$ cat src/rtl/seq_pkg.sv
// rtl/seq_pkg.sv - shared state encoding, default sizes and unit indices for exec_sequencer
package seq_pkg;

    typedef enum logic [1:0] {
        S_IDLE,
        S_ISSUE,
        S_WAIT,
        S_WB
    } seq_state_t;

    localparam int NUNITS_DEF = 4;
    localparam int CNT_W_DEF  = 8;

    localparam int U_FPU  = 0;
    localparam int U_UART = 1;
    localparam int U_DIV  = 2;
    localparam int U_AUX  = 3;

endpackage

$ cat src/rtl/exec_sequencer_if.sv
// rtl/exec_sequencer_if.sv - decoder/unit handshake bundle for exec_sequencer
interface exec_sequencer_if
    import seq_pkg::*;
#(
    parameter int NUNITS = NUNITS_DEF,
    parameter int CNT_W  = CNT_W_DEF
);
    localparam int SEL_W = $clog2(NUNITS);

    logic              start;
    logic [SEL_W-1:0]  unit_sel;
    logic              flush;
    logic [NUNITS-1:0] unit_valid;
    logic              err_clr;
    logic [NUNITS-1:0] unit_go;
    logic              wb_en;
    logic              done;
    logic              busy;
    logic [SEL_W-1:0]  wb_sel;
    logic [CNT_W-1:0]  last_lat;
    logic              timeout_err;

    modport master (
        output start, unit_sel, flush, unit_valid, err_clr,
        input  unit_go, wb_en, done, busy, wb_sel, last_lat, timeout_err
    );

    modport slave (
        input  start, unit_sel, flush, unit_valid, err_clr,
        output unit_go, wb_en, done, busy, wb_sel, last_lat, timeout_err
    );

endinterface

$ cat src/rtl/seq_watchdog.sv
// rtl/seq_watchdog.sv - saturating wait counter, limit compare and sticky timeout flag
module seq_watchdog #(
    parameter int CNT_W = 8
) (
    input  logic clk,
    input  logic rst,
    input  logic clear,
    input  logic inc,
    input  logic set,
    input  logic err_clr,
    output logic at_limit,
    output logic timeout_err
);
    logic [CNT_W-1:0] cnt;

    always_ff @(posedge clk or posedge rst) begin
        if (rst) begin
            cnt         <= '0;
            timeout_err <= 1'b0;
        end else begin
            if (clear)
                cnt <= '0;
            else if (inc && !at_limit)
                cnt <= cnt + 1'b1;
            // a new timeout outranks a simultaneous clear request
            if (set)
                timeout_err <= 1'b1;
            else if (err_clr)
                timeout_err <= 1'b0;
        end
    end

    assign at_limit = (cnt == {CNT_W{1'b1}});

endmodule

$ cat src/rtl/exec_sequencer.sv
// rtl/exec_sequencer.sv - go/valid/done sequencer for NUNITS long-latency units; watchdog under SEQ_WATCHDOG_EN
module exec_sequencer
    import seq_pkg::*;
#(
    parameter int                NUNITS    = NUNITS_DEF,
    parameter logic [NUNITS-1:0] HOLD_MASK = 4'b0010,
    parameter int                CNT_W     = CNT_W_DEF
) (
    input logic              clk,
    input logic              rst,
    exec_sequencer_if.slave  bus
);
    localparam int               SEL_W   = $clog2(NUNITS);
    localparam logic [SEL_W:0]   N_LIM   = (SEL_W + 1)'(NUNITS);
    localparam logic [CNT_W-1:0] CNT_MAX = {CNT_W{1'b1}};
    localparam logic [NUNITS-1:0] ONE    = {{(NUNITS - 1){1'b0}}, 1'b1};

    seq_state_t       state;
    logic [SEL_W-1:0] sel;
    logic [CNT_W-1:0] cnt;
    logic             sel_ok;
    logic             valid_sel;
    logic             wd_expire;

    assign sel_ok    = ({1'b0, bus.unit_sel} < N_LIM);
    assign valid_sel = bus.unit_valid[sel];

`ifdef SEQ_WATCHDOG_EN
    logic wd_limit;

    seq_watchdog #(.CNT_W(CNT_W)) u_watchdog (
        .clk         (clk),
        .rst         (rst),
        .clear       (state == S_IDLE),
        .inc         ((state == S_ISSUE) || (state == S_WAIT)),
        .set         (wd_expire),
        .err_clr     (bus.err_clr),
        .at_limit    (wd_limit),
        .timeout_err (bus.timeout_err)
    );

    // flush and a same-cycle valid both pre-empt the timeout
    assign wd_expire = (state == S_WAIT) && wd_limit && !valid_sel && !bus.flush;
`else
    assign wd_expire       = 1'b0;
    assign bus.timeout_err = 1'b0;
`endif

    always_ff @(posedge clk or posedge rst) begin
        if (rst) begin
            state        <= S_IDLE;
            sel          <= '0;
            cnt          <= '0;
            bus.unit_go  <= '0;
            bus.wb_en    <= 1'b0;
            bus.done     <= 1'b0;
            bus.busy     <= 1'b0;
            bus.wb_sel   <= '0;
            bus.last_lat <= '0;
        end else begin
            bus.unit_go <= '0;
            bus.wb_en   <= 1'b0;
            bus.done    <= 1'b0;
            if (bus.flush) begin
                state    <= S_IDLE;
                bus.busy <= 1'b0;
            end else begin
                case (state)
                    S_IDLE: begin
                        if (bus.start && sel_ok) begin
                            state       <= S_ISSUE;
                            sel         <= bus.unit_sel;
                            bus.wb_sel  <= bus.unit_sel;
                            cnt         <= '0;
                            bus.unit_go <= ONE << bus.unit_sel;
                            bus.busy    <= 1'b1;
                        end
                    end
                    S_ISSUE: begin
                        state <= S_WAIT;
                        cnt   <= cnt + 1'b1;
                        if (HOLD_MASK[sel])
                            bus.unit_go <= ONE << sel;
                    end
                    S_WAIT: begin
                        if (valid_sel) begin
                            state        <= S_WB;
                            bus.wb_en    <= 1'b1;
                            bus.done     <= 1'b1;
                            bus.last_lat <= cnt;
                        end else if (wd_expire) begin
                            state    <= S_IDLE;
                            bus.busy <= 1'b0;
                        end else begin
                            if (cnt != CNT_MAX)
                                cnt <= cnt + 1'b1;
                            if (HOLD_MASK[sel])
                                bus.unit_go <= ONE << sel;
                        end
                    end
                    S_WB: begin
                        state    <= S_IDLE;
                        bus.busy <= 1'b0;
                    end
                    default: begin
                        state    <= S_IDLE;
                        bus.busy <= 1'b0;
                    end
                endcase
            end
        end
    end

endmodule

$ cat src/flat_wrapper.sv
// flat-port wrapper written by rule: the top's interface ports become plain ports
module exec_sequencer_flat import seq_pkg::*;
#(
    parameter int                NUNITS    = NUNITS_DEF,
    parameter logic [NUNITS-1:0] HOLD_MASK = 4'b0010,
    parameter int                CNT_W     = CNT_W_DEF
)
  (clk, rst, bus_start, bus_unit_sel, bus_flush, bus_unit_valid, bus_err_clr, bus_unit_go, bus_wb_en, bus_done, bus_busy, bus_wb_sel, bus_last_lat, bus_timeout_err);
  exec_sequencer_if #(.NUNITS(NUNITS), .CNT_W(CNT_W)) bus_i ();
  input logic clk;
  input logic rst;
  input wire logic [$bits(bus_i.start)-1:0] bus_start;
  input wire logic [$bits(bus_i.unit_sel)-1:0] bus_unit_sel;
  input wire logic [$bits(bus_i.flush)-1:0] bus_flush;
  input wire logic [$bits(bus_i.unit_valid)-1:0] bus_unit_valid;
  input wire logic [$bits(bus_i.err_clr)-1:0] bus_err_clr;
  output wire logic [$bits(bus_i.unit_go)-1:0] bus_unit_go;
  output wire logic [$bits(bus_i.wb_en)-1:0] bus_wb_en;
  output wire logic [$bits(bus_i.done)-1:0] bus_done;
  output wire logic [$bits(bus_i.busy)-1:0] bus_busy;
  output wire logic [$bits(bus_i.wb_sel)-1:0] bus_wb_sel;
  output wire logic [$bits(bus_i.last_lat)-1:0] bus_last_lat;
  output wire logic [$bits(bus_i.timeout_err)-1:0] bus_timeout_err;
  assign bus_i.start = bus_start;
  assign bus_i.unit_sel = bus_unit_sel;
  assign bus_i.flush = bus_flush;
  assign bus_i.unit_valid = bus_unit_valid;
  assign bus_i.err_clr = bus_err_clr;
  assign bus_unit_go = bus_i.unit_go;
  assign bus_wb_en = bus_i.wb_en;
  assign bus_done = bus_i.done;
  assign bus_busy = bus_i.busy;
  assign bus_wb_sel = bus_i.wb_sel;
  assign bus_last_lat = bus_i.last_lat;
  assign bus_timeout_err = bus_i.timeout_err;
  exec_sequencer #(.NUNITS(NUNITS), .HOLD_MASK(HOLD_MASK), .CNT_W(CNT_W)) u_core (.clk(clk), .rst(rst), .bus(bus_i));
endmodule
$ cat config.mk
export PLATFORM = sky130hd
export DESIGN_NAME = exec_sequencer_flat
export DESIGN_NICKNAME = d
export VERILOG_FILES = /design/src/rtl/seq_pkg.sv /design/src/rtl/exec_sequencer_if.sv /design/src/rtl/seq_watchdog.sv /design/src/rtl/exec_sequencer.sv /design/src/flat_wrapper.sv
export SDC_FILE = /design/constraint.sdc
export NUM_CORES = 1
export LEC_CHECK = 0
export CAP_MARGIN = 25
export CORE_MARGIN = 3
export CORE_UTILIZATION = 53
export DETAILED_ROUTE_END_ITERATION = 16
export HOLD_SLACK_MARGIN = 0.03
export PLACE_DENSITY = 0.93
export SYNTH_ARGS = -nofsm -noshare
export SYNTH_HDL_FRONTEND = slang
export SYNTH_SLANG_ARGS = --single-unit
$ cat constraint.sdc
create_clock -name clk -period 4.65 [get_ports clk]
set_input_delay 0.465 -clock clk [delete_from_list [all_inputs] [get_ports clk]]
set_output_delay 0.465 -clock clk [all_outputs]
set_load 0.02 [all_outputs]
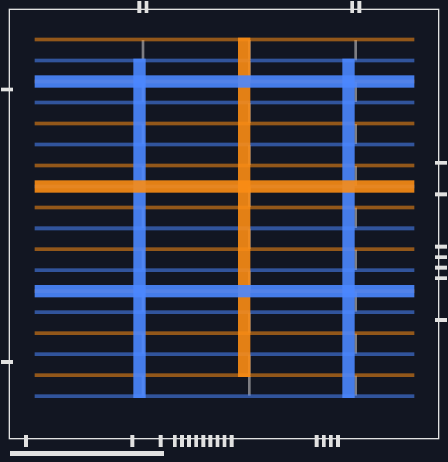
(run_1/floorplan.png)
Scale bar: 20 um. Pins as bars on the die edge. Tap cells in grey.
| net | colour |
|---|---|
| VDD | orange |
| VSS | blue |
met1 rails: 18
signal pins: 29
Core Region: 0.002276 mm^2
Chip Height: 55.53 um
Die Width: 55.53 um
Worst VDD drop: 0.3392 mV

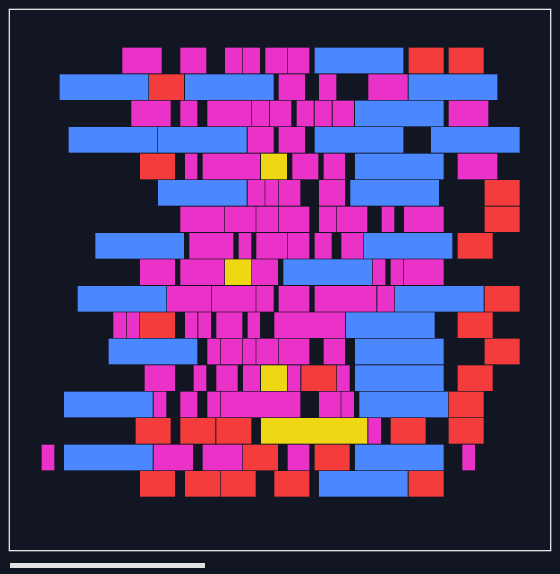
(run_1/class_map.png)
Scale bar: 20 um.
| class | colour | cells | share of their area |
|---|---|---|---|
| remaining logic cells | magenta | 86 | 40% |
| clock drivers and dummy loads | yellow | 4 | 3.3% |
| remaining buffers and delay cells | red | 26 | 16% |
| registers | blue | 26 | 41% |

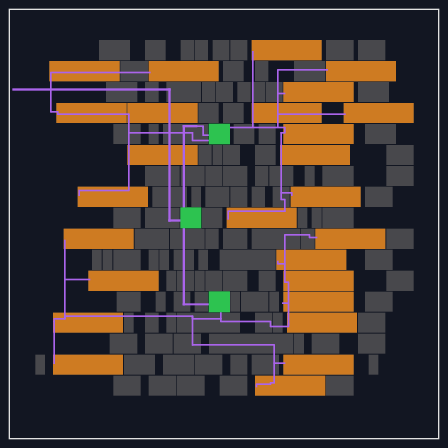
(run_1/clock_wires.png)
[clock-net drivers] green | count: 3
[flip-flops] orange | count: 26
[clock wires] purple | length: 292 um
routed clock nets: 4
Clock Power: 0.155 mW
part of the power in the clock network: 0.190
worst skew pair latency: 0.33 ns
Clock Skew: 0.007974 ns

==> results_slide.txt, run 1 <==
Key Metrics from the Run

Outcome
  – Status: completed

Clocking
  – Post_cts resized: 0
  – CTS H-Tree Depth: 1
  – Post-CTS Setup Inserts: 0
  – Clock sink total: 26
  – CTS Hold Buffers Added: 0

GRT
  – Total grt overflow: 0
  – Initial antenna violation count: 0
  – Gr usage total: 0.1809

Logic synthesis
  – Post-synthesis xor/xnor area fraction: 0.006737
  – Post-Syn Area: roughly 0.0013 mm^2
  – Aoi share: 0.1521
  – Seq/Total Area, Yosys: 0.5005
  – Logic family by area: simple AND/OR/NAND/NOR gates
  – Yosys simple share: 0.1550
  – Avg Inst Size Synth: 11.30 um^2
  – Top cell area share: 0.5005
  – Post-synth EDFFs: 0
  – Yosys stat area: about 0.0013 mm^2
  – Ys async rst share: 1.000
  – Top cells by area: dfrtp_1, mux2_2, ha_1
  – Adder share: 0.04812
  – Cell count in the Yosys report: 115
  – Mapped Nets: approximately 130
  – Distinct lib cells: 36

Layout
  – # diodes: 0
  – Nets: roughly 160
  – Layout area overhead: 25.31%
  – # fillers: approximately 150
  – Storage element area: 650.6 um^2
  – Logic area: ~600 um^2

Flow run
  – Tool warning count: 30
  – MaxCap Viol Count: 0

Setup path
  – Critical Path AT: approximately 2.2 ns
  – Startpoint Class: primary input
  – Max Fanout on Critical Path: 7
  – WS Path Type: primary input to flip-flop
  – Crit. End Element: flip-flop

Final timing
  – Max_slew headroom: 0.3828
  – Setup TNS: 0 ns
  – Slew @ Worst Pin: just over 0.9 ns

Placement
  – Gpl congestion: 0.8666

Die
  – Die area: 0.003083 mm^2
  – Core Util at FP: 0.5712

Routing
  – DRT iter0 DRCs: 33
  – DRC errors left: 0
  – DR WL/cell: roughly 15 um
  – Antenna-violating nets left: 0
  – Router iterations before antenna repair: 4

Pwr
  – Leak: between 0.7 and 0.8 nW
  – Power Dens Cells: between 500 and 600 mW/mm^2

Hold path
  – Worst Hold Class: flip-flop to flip-flop
## run 1: logic make-up after synthesis
logic type | count (synthesis)
flops | 26
xor+xnor | 1
fa+ha+maj | 5
buf+inv | 9
mux | 11
compound gates | 26
other cells | 1
simple gates | 36
## run 1: registers in the layout (all words and copies together), names as in the netlist
register	flops
u_core.bus.last_lat	8
u_core.state	2
u_core.bus.busy	1
u_core.bus.unit_go	4
u_core.bus.done	1
u_core.cnt	8
u_core.bus.wb_sel	2
## run 1: cell type report
class	count	area share
sequential	26	0.3994
multi-input combinational	80	0.3733
timing repair buffer	26	0.1598
tap	28	0.02151
clock inverter	1	0.01843
clock buffer	3	0.01382
inverter	6	0.01382
## run 1: per-layer routing
metal | GRT usage | wire length [um] | share of wire
met5 | 0 | 0 | 0
met4 | 0.06250 | 40 | 0.016
met3 | 0.02336 | 136 | 0.053
met2 | 0.3176 | 1306 | 0.51
met1 | 0.2278 | 1094 | 0.42
## run 1: worst max-delay path, cell delays in order
cell             delay, ns
clkdlybuf4s50_1       0.41
mux4_2                0.55
a211o_1               0.43
o31ai_2               0.29
o41ai_2               0.10
## run 1: final timing paths
path                            slack (ns)  cells past startpoint                      to              startpoint
min in group asynchronous             0.63                      2           u_core.cnt[5]                     rst
worst min register to register        0.53                      1  u_core.bus.last_lat[1]  u_core.bus.last_lat[1]
worst min-delay path                  0.53                      1  u_core.bus.last_lat[1]  u_core.bus.last_lat[1]
max in group asynchronous             3.46                      2    u_core.bus.wb_sel[0]                     rst
worst max register to register        2.71                      4           u_core.cnt[7]    u_core.bus.wb_sel[0]
worst max-delay path                  2.63                      5           u_core.cnt[7]       bus_unit_valid[2]
## run 1: through the flow
step / std cells / power (mW) / hold slack, ns / cell area (um^2) / worst slack (ns)
after floorplan: 115 / 0.5507 / 0.4970 / 1300 / 2.700
final: 170 / 0.8182 / 0.5269 / 1629 / 2.629
after global placement: 166 / 0.6473 / 0.4629 / 1577 / 2.312
after global routing: 170 / 0.8709 / 0.5505 / 1629 / 2.523
after CTS: 170 / 0.8216 / 0.5307 / 1629 / 2.623
after detailed placement: 166 / 0.6676 / 0.4976 / 1577 / 2.268
## run 1: where the power goes
group          leakage, nW  total [mW]  internal [mW]  switching [mW]
combinational        0.340       0.359          0.160           0.199
clock               0.0279       0.155         0.0872          0.0680
sequential           0.353       0.304          0.269          0.0343
## run 1: cells in the final DEF (no fill, tap or decap), drive strengths merged, types with 2 or more instances in the layout
| master | instances |
|---|---|
| nor2 | 8 |
| and2 | 2 |
| nand2 | 7 |
| ha | 5 |
| clkdlybuf4s50 | 26 |
| nand2b | 2 |
| inv | 6 |
| nor2b | 3 |
| nand3 | 4 |
| o21ai | 9 |
| a21oi | 2 |
| mux2 | 9 |
| o31ai | 8 |
| or2 | 2 |
| and3 | 3 |
| dfrtp | 26 |
| clkbuf | 3 |
==> run_1/placed.png <==
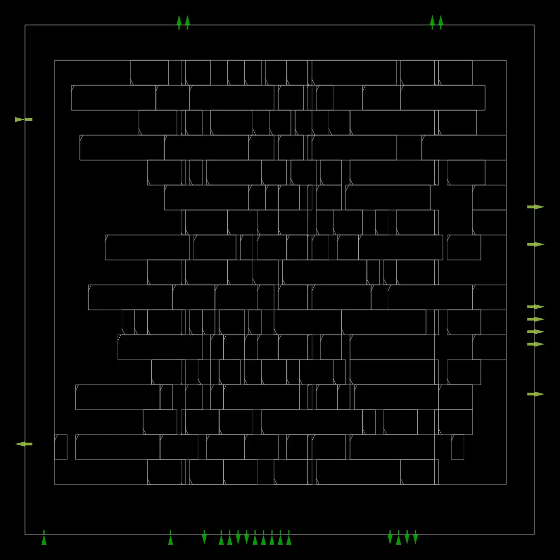

## Run 2: what changed since run 1
--- a/config.mk
+++ b/config.mk
@@ -7,10 +7,10 @@
 export LEC_CHECK = 0
 export CAP_MARGIN = 25
 export CORE_MARGIN = 3
-export CORE_UTILIZATION = 53
+export CORE_UTILIZATION = 44
 export DETAILED_ROUTE_END_ITERATION = 16
 export HOLD_SLACK_MARGIN = 0.03
-export PLACE_DENSITY = 0.93
+export PLACE_DENSITY = 0.84
 export SYNTH_ARGS = -nofsm -noshare
 export SYNTH_HDL_FRONTEND = slang
 export SYNTH_SLANG_ARGS = --single-unit
==> constraint.sdc (replaced) <==
create_clock -name clk -period 1.8 [get_ports clk]
set_input_delay 0.18 -clock clk [delete_from_list [all_inputs] [get_ports clk]]
set_output_delay 0.18 -clock clk [all_outputs]
set_load 0.02 [all_outputs]
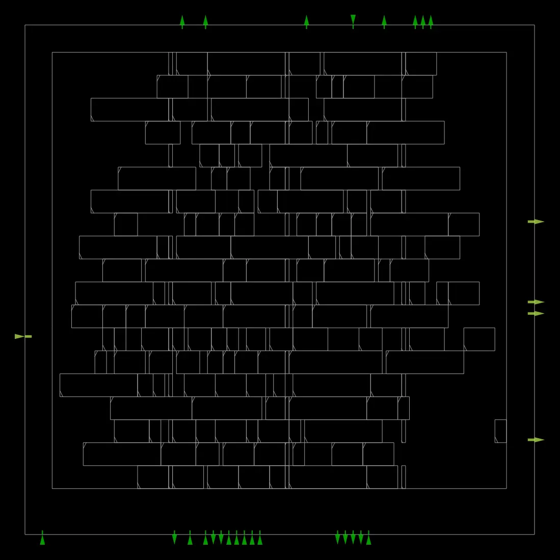
(run_2/placed.png)
tap cells: 31
post-layout utilization of the core: 0.6365

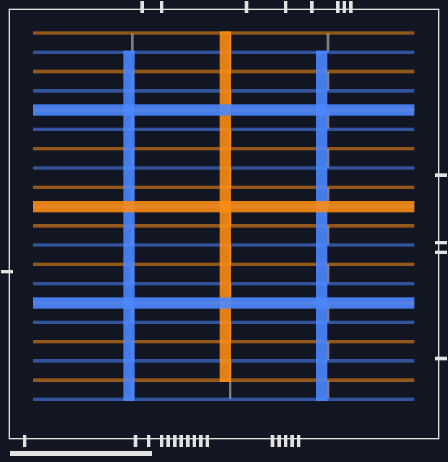
(run_2/floorplan.png)
Scale bar: 20 um. Pins as bars on the die edge. Tap cells in grey.
| net | colour |
|---|---|
| VDD | orange |
| VSS | blue |
met5 straps: 3
signal pins: 29
met4 straps: 3
met1 rails: 20

==> run 2 against run 1 <==
The run now ends with negative setup slack left. Via count up 7.6%. Critical path type is now flip-flop to flip-flop. Final cell count up 7.6%. Clock skew down 0.00055 ns. Count of clock-buffer cells in the layout unchanged. Clock power rose to 2.6 times the previous value. Hold slack worse by 0.41 ns. Flip-flop count unchanged.
==> results_slide.txt, run 2 <==
Key Metrics from the Run

Routing
  – DRT iter0 DRCs: 63
  – Router iterations before antenna repair: 4
  – DRC errors left: 0
  – DR WL/cell: approximately 15 um

Outcome
  – Status: finished, violations left
  – Failing checks: negative setup slack

Die
  – Die area: about 0.0036 mm^2
  – Core Region: ~0.0028 mm^2
  – Die Width: 60.36 um
  – Chip Height: between 60 and 70 um
  – Core Util at FP: 0.4674

Logic synthesis
  – Post-synth EDFFs: 0
  – Yosys simple share: 0.1550
  – Adder share: 0.04812
  – Synth Flop Type: dfrtp_1
  – Seq/Total Area, Yosys: 0.5005
  – Aoi share: 0.1521
  – Cell count in the Yosys report: ~120
  – Post-Syn Area: 0.001300 mm^2
  – Top cell area share: 0.5005
  – Distinct lib cells: 36
  – Mapped Nets: 131
  – Logic family by area: simple AND/OR/NAND/NOR gates
  – Ys async rst share: 1.000
  – Top cells by area: dfrtp_1, mux2_2, ha_1
  – Avg Inst Size Synth: approximately 11 um^2
  – Yosys stat area: roughly 0.0013 mm^2
  – Post-synthesis xor/xnor area fraction: 0.006737

Layout
  – Final instance area: about 0.0018 mm^2
  – Commonest non-fill, non-tap cells in the layout: clkdlybuf4s50_1, dfrtp_1, mux2_2
  – Biggest regs: u_core.bus.last_lat: 8 flops, u_core.cnt: 8 flops, u_core.bus.unit_go: 4 flops
  – Layout area overhead: 36.19%
  – Most instantiated logic cell after routing: clkdlybuf4s50_1
  – # diodes: 0
  – Nets: ~170
  – # fillers: about 210

GRT
  – Gr usage total: 0.1684
  – Initial antenna violation count: 0
  – Total grt overflow: 0

Placement
  – Dpl ws: -0.2493 ns
  – Gpl congestion: around 0.83
  – Port Buffer Count: 26

Setup path
  – Critical path launch point: u_core.bus.wb_sel[0]
  – Critical Path AT: between 2 and 2.5 ns
  – WS Path Type: flip-flop to flip-flop
  – Max Fanout on Critical Path: 7
  – R2R cell count: 4
  – Worst R2R End: u_core.cnt[7]
  – Crit. End Element: flip-flop
  – Startpoint Class: flip-flop
  – RR Startpoint: u_core.bus.wb_sel[0]
  – Register-to-register path setup slack: -0.03 ns

Clocking
  – Clock sink total: 26
  – CTS H-Tree Depth: 1
  – Worst skew pair latency: 0.32 ns

Pwr
  – Worst VDD drop: 0.9333 mV
  – Power Dens Cells: ~1300 mW/mm^2
  – Leak: just under 0.8 nW

Final timing
  – Final Worst Setup Slack: -0.02646 ns
  – Min Hold Slack: approximately 0.11 ns
  – Final setup viols: 1
  – Clock Skew: 0.007424 ns
  – Setup TNS: -0.02646 ns
  – RSZ-0062 raised after global routing: true
  – Fin. max-slew vios: 0
  – Post-layout min period: 1.826 ns

Flow run
  – MaxCap Viol Count: 0
  – Tool warning count: 33

Hold path
  – Worst Hold Class: primary input to asynchronous set/reset pin
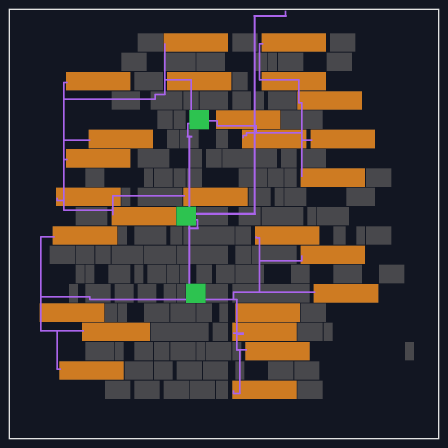
(run_2/clock_wires.png)
[clock wires] purple | length: 292 um
[clock-net drivers] green | count: 3
[flip-flops] orange | count: 26
routed clock nets: 4

[run 2: cell counts after synthesis]
No cell type changed its count.
[run 2: metrics by stage]
step	cells	total power, mW
after CTS	181	2.235
after detailed placement	177	1.808
final	183	2.290
after global placement	177	1.757
after floorplan	115	1.426
after global routing	183	2.439
[run 2: critical path, stage by stage (launching register included)]
cell and delay (ns):
dfrtp_2 0.39, mux4_2 0.58, a211o_4 0.42, o31ai_2 0.22, o41ai_2 0.10
[run 2: layer usage]
| layer | vias to the layer above | track usage | wire [um] |
|---|---|---|---|
| met2 | 24 | 0.2994 | 1531 |
| met3 | 7 | 0.01489 | 68 |
| met4 | 0 | 0.08861 | 59 |
| met1 | 526 | 0.2014 | 1125 |
| met5 | - | 0 | 0 |
| li1 | 489 | - | - |
[run 2: layout make-up]
class,count,area [um^2],share of cell area
clock buffers,3,22.52,0.01272
repair buffers,36,351.6,0.1986
inverters,6,22.52,0.01272
clock inverters,1,30.03,0.01696
well taps,31,38.79,0.02191
flip-flops and latches,26,651.9,0.3682
multi-input cells,80,653.1,0.3689
[run 2: where the power goes]
| part | internal [mW] | leakage (nW) | switching, mW |
|---|---|---|---|
| Sequential | 0.698 | 0.352 | 0.0865 |
| Clock | 0.225 | 0.0279 | 0.175 |
| Combinational | 0.517 | 0.397 | 0.588 |
| Total | 1.44 | 0.777 | 0.850 |
[run 2: timing repair]
| item | in CTS | in global routing |
|---|---|---|
| buffers inserted | 0 | 2 |
| pin swaps | 1 | 3 |
| resized | 4 | 5 |
| hold buffers | 0 | 0 |
| endpoints found under the setup margin | 4 | 7 |
[run 2: worst max-delay path by stage]
stage,cells past startpoint,slack (ns),endpoint
2_1_floorplan,4,-0.01,u_core.cnt[3]
3_3_place_gp,5,-0.18,u_core.cnt[4]
3_5_place_dp,5,-0.25,u_core.cnt[3]
4_1_cts,4,-0.02,u_core.cnt[4]
5_1_grt,4,-0.08,u_core.cnt[7]
6_report,4,-0.03,u_core.cnt[7]
[run 2: cells by family after synthesis]
kind of cell	count (synthesis)
buffers and inverters	9
AND-OR/OR-AND	26
AND/OR/NAND/NOR	36
other	1
flip-flops	26
XOR/XNOR	1
adder cells (fa/ha/maj)	5
multiplexers	11
## Run 3: what changed since run 2
--- a/config.mk
+++ b/config.mk
@@ -11,6 +11,7 @@
 export DETAILED_ROUTE_END_ITERATION = 16
 export HOLD_SLACK_MARGIN = 0.03
 export PLACE_DENSITY = 0.84
+export SLEW_MARGIN = 20
 export SYNTH_ARGS = -nofsm -noshare
 export SYNTH_HDL_FRONTEND = slang
 export SYNTH_SLANG_ARGS = --single-unit
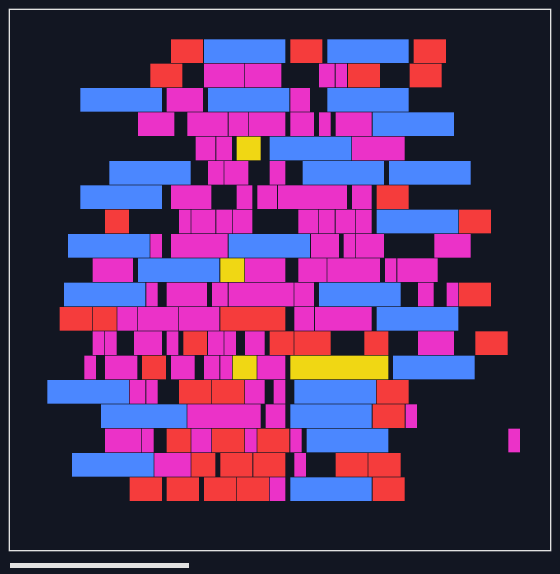
(run_3/class_map.png)
Scale bar: 20 um.
| class | colour | cells | share of their area |
|---|---|---|---|
| remaining logic cells | magenta | 86 | 39% |
| clock drivers and dummy loads | yellow | 4 | 3.0% |
| registers | blue | 26 | 38% |
| remaining buffers and delay cells | red | 36 | 20% |

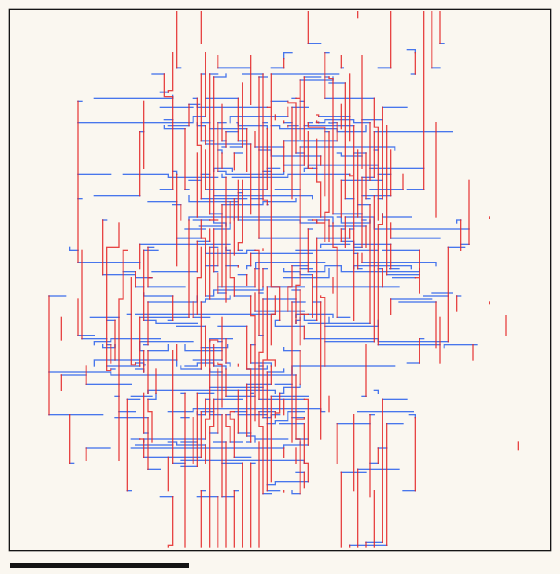
(run_3/layers.png)
Scale bar: 20 um. Two of the layers only.
| layer | colour | wire length |
|---|---|---|
| M2 | red | 1530 um |
| M1 | blue | 1130 um |

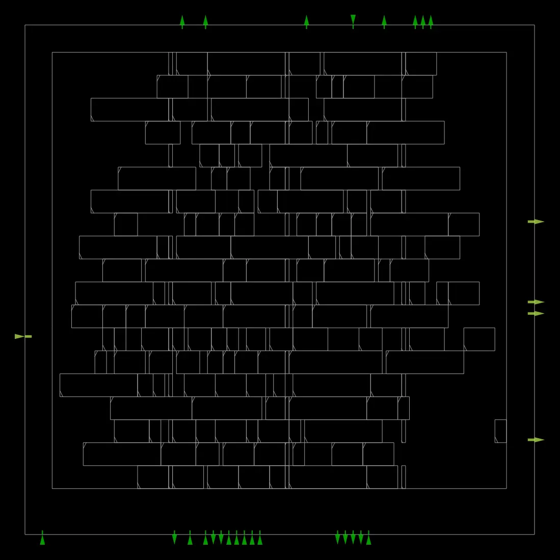
(run_3/placed.png)
Core Region: 0.002781 mm^2
# fillers: 210
Non-Filler Instances: 183
Seq/total area: 0.3682

==> run 3 against run 2 <==
The run still ends with negative setup slack left. Die area unchanged. Sequential share of layout area unchanged. Register-to-register slack about the same. Sequential power about the same. Cell area unchanged. First-iteration DRC count unchanged. Setup slack unchanged. Synthesized area unchanged.
==> results_slide.txt, run 3 <==
Key Metrics from the Run

Placement
  – Port Buffer Count: 26

Routing
  – Router iterations before antenna repair: 4
  – Antenna-violating nets left: 0
  – DR WL/cell: 15.22 um
  – DRC errors left: 0

GRT
  – Most Used Layer, Global Route: met2
  – Met1 Use GR: 0.2014
  – Initial antenna violation count: 0
  – Met2 Usage GRT: 0.2994
  – Total grt overflow: 0

Logic synthesis
  – Post-synth EDFFs: 0
  – Mapped Nets: 131
  – Post-Syn Area: approximately 0.0013 mm^2
  – Cell count in the Yosys report: about 120
  – Yosys stat area: around 0.0013 mm^2
  – Ys async rst share: 1.000
  – Top cell area share: 0.5005

Layout
  – Commonest non-fill, non-tap cells in the layout: clkdlybuf4s50_1, dfrtp_1, mux2_2
  – # diodes: 0
  – Layout area overhead: 36.19%

Setup path
  – Startpoint Class: flip-flop
  – Worst stage delay on the critical path: 0.58 ns
  – RR Startpoint: u_core.bus.wb_sel[0]
  – Critical path, cell by cell: mux4_2 > a211o_4 > o31ai_2 > o41ai_2
  – Critical path launch point: u_core.bus.wb_sel[0]
  – Max Fanout on Critical Path: 7
  – R2R cell count: 4
  – WS Path Type: flip-flop to flip-flop
  – CP top delay family: AND-OR/OR-AND gates

Final timing
  – Final setup viols: 1
  – Clock Skew: 0.007424 ns
  – Final Worst Setup Slack: -0.02646 ns
  – RSZ-0062 raised after global routing: true

Clocking
  – Worst skew pair latency: 0.32 ns
  – Clock sink total: 26

Die
  – Die area: ~0.0036 mm^2

Outcome
  – Failing checks: negative setup slack
  – Status: finished, violations left

Pwr
  – Psw: approximately 0.85 mW
  – Leak: 0.7769 nW
  – Logic pwr share: 0.483
  – Pint: 1.440 mW
  – Power Dens Cells: 1294 mW/mm^2

Flow run
  – Tool warning count: 33

Hold path
  – Worst Hold Class: primary input to asynchronous set/reset pin
run 3: cell counts after synthesis:
No cell type changed its count.
run 3: worst register-to-register path, stage by stage, from the launching register on:
cell	delay [ns]
dfrtp_2	0.39
mux4_2	0.59
a211o_4	0.42
o31ai_2	0.22
o41ai_2	0.10
run 3: cell type report:
class,count,area [um^2]
clock inverters,1,30.03
well taps,31,38.79
flip-flops and latches,26,651.9
multi-input cells,80,653.1
clock buffers,3,22.52
repair buffers,36,351.6
fillers,210,1011
inverters,6,22.52
run 3: worst min-delay path by stage:
stage,endpoint,from,slack (ns)
finish,u_core.state[1],rst,0.11
global route,u_core.state[1],rst,0.13
CTS,u_core.state[1],rst,0.12
detailed placement,u_core.bus.last_lat[5],u_core.bus.last_lat[5],0.47
global placement,u_core.bus.last_lat[5],u_core.bus.last_lat[5],0.46
floorplan,u_core.bus.busy,rst,0.22
run 3: cell families (layout without fill, tap and decap cells):
family / Yosys count / count (layout) / synth area share
simple gates: 36 / 36 / 0.1550
compound gates: 26 / 26 / 0.1521
flops: 26 / 26 / 0.5005
mux: 11 / 11 / 0.1030
buf+inv: 9 / 46 / 0.03175
fa+ha+maj: 5 / 5 / 0.04812
other cells: 1 / 1 / 0.002885
xor+xnor: 1 / 1 / 0.006738
run 3: metrics by stage:
stage | setup TNS [ns] | hold slack, ns | std cells | setup slack, ns | area [um^2]
2_1_floorplan | -0.02492 | 0.2199 | 115 | -0.01158 | 1301
3_3_place_gp | -1.524 | 0.4620 | 177 | -0.1757 | 1654
3_5_place_dp | -2.428 | 0.4717 | 177 | -0.2493 | 1654
4_1_cts | -0.02301 | 0.1220 | 181 | -0.01577 | 1730
5_1_grt | -0.3784 | 0.1302 | 183 | -0.08185 | 1770
6_report | -0.02646 | 0.1127 | 183 | -0.02646 | 1770
run 3: metal layers:
| metal | part of all wire | up-vias |
|---|---|---|
| li1 | - | 489 |
| met1 | 0.40 | 526 |
| met2 | 0.55 | 24 |
| met3 | 0.024 | 7 |
| met4 | 0.021 | 0 |
| met5 | 0 | - |
run 3: power by group through the flow:
stage | clock network (mW) | registers, mW | logic, mW
floorplan | 0 | 0.875 | 0.551
global placement | 0 | 0.789 | 0.968
detailed placement | 0 | 0.799 | 1.01
CTS | 0.408 | 0.785 | 1.04
global route | 0.435 | 0.804 | 1.20
finish | 0.401 | 0.785 | 1.10
run 3: timing repair:
action / 4_1_cts / 5_1_grt
setup buffers: 0 / 2
pin swaps: 1 / 3
setup endpoints to repair: 4 / 7
endpoints found under the hold margin: 0 / 0
gates resized: 4 / 5
gates cloned: 0 / 0
Power and IR drop assume default switching activity.
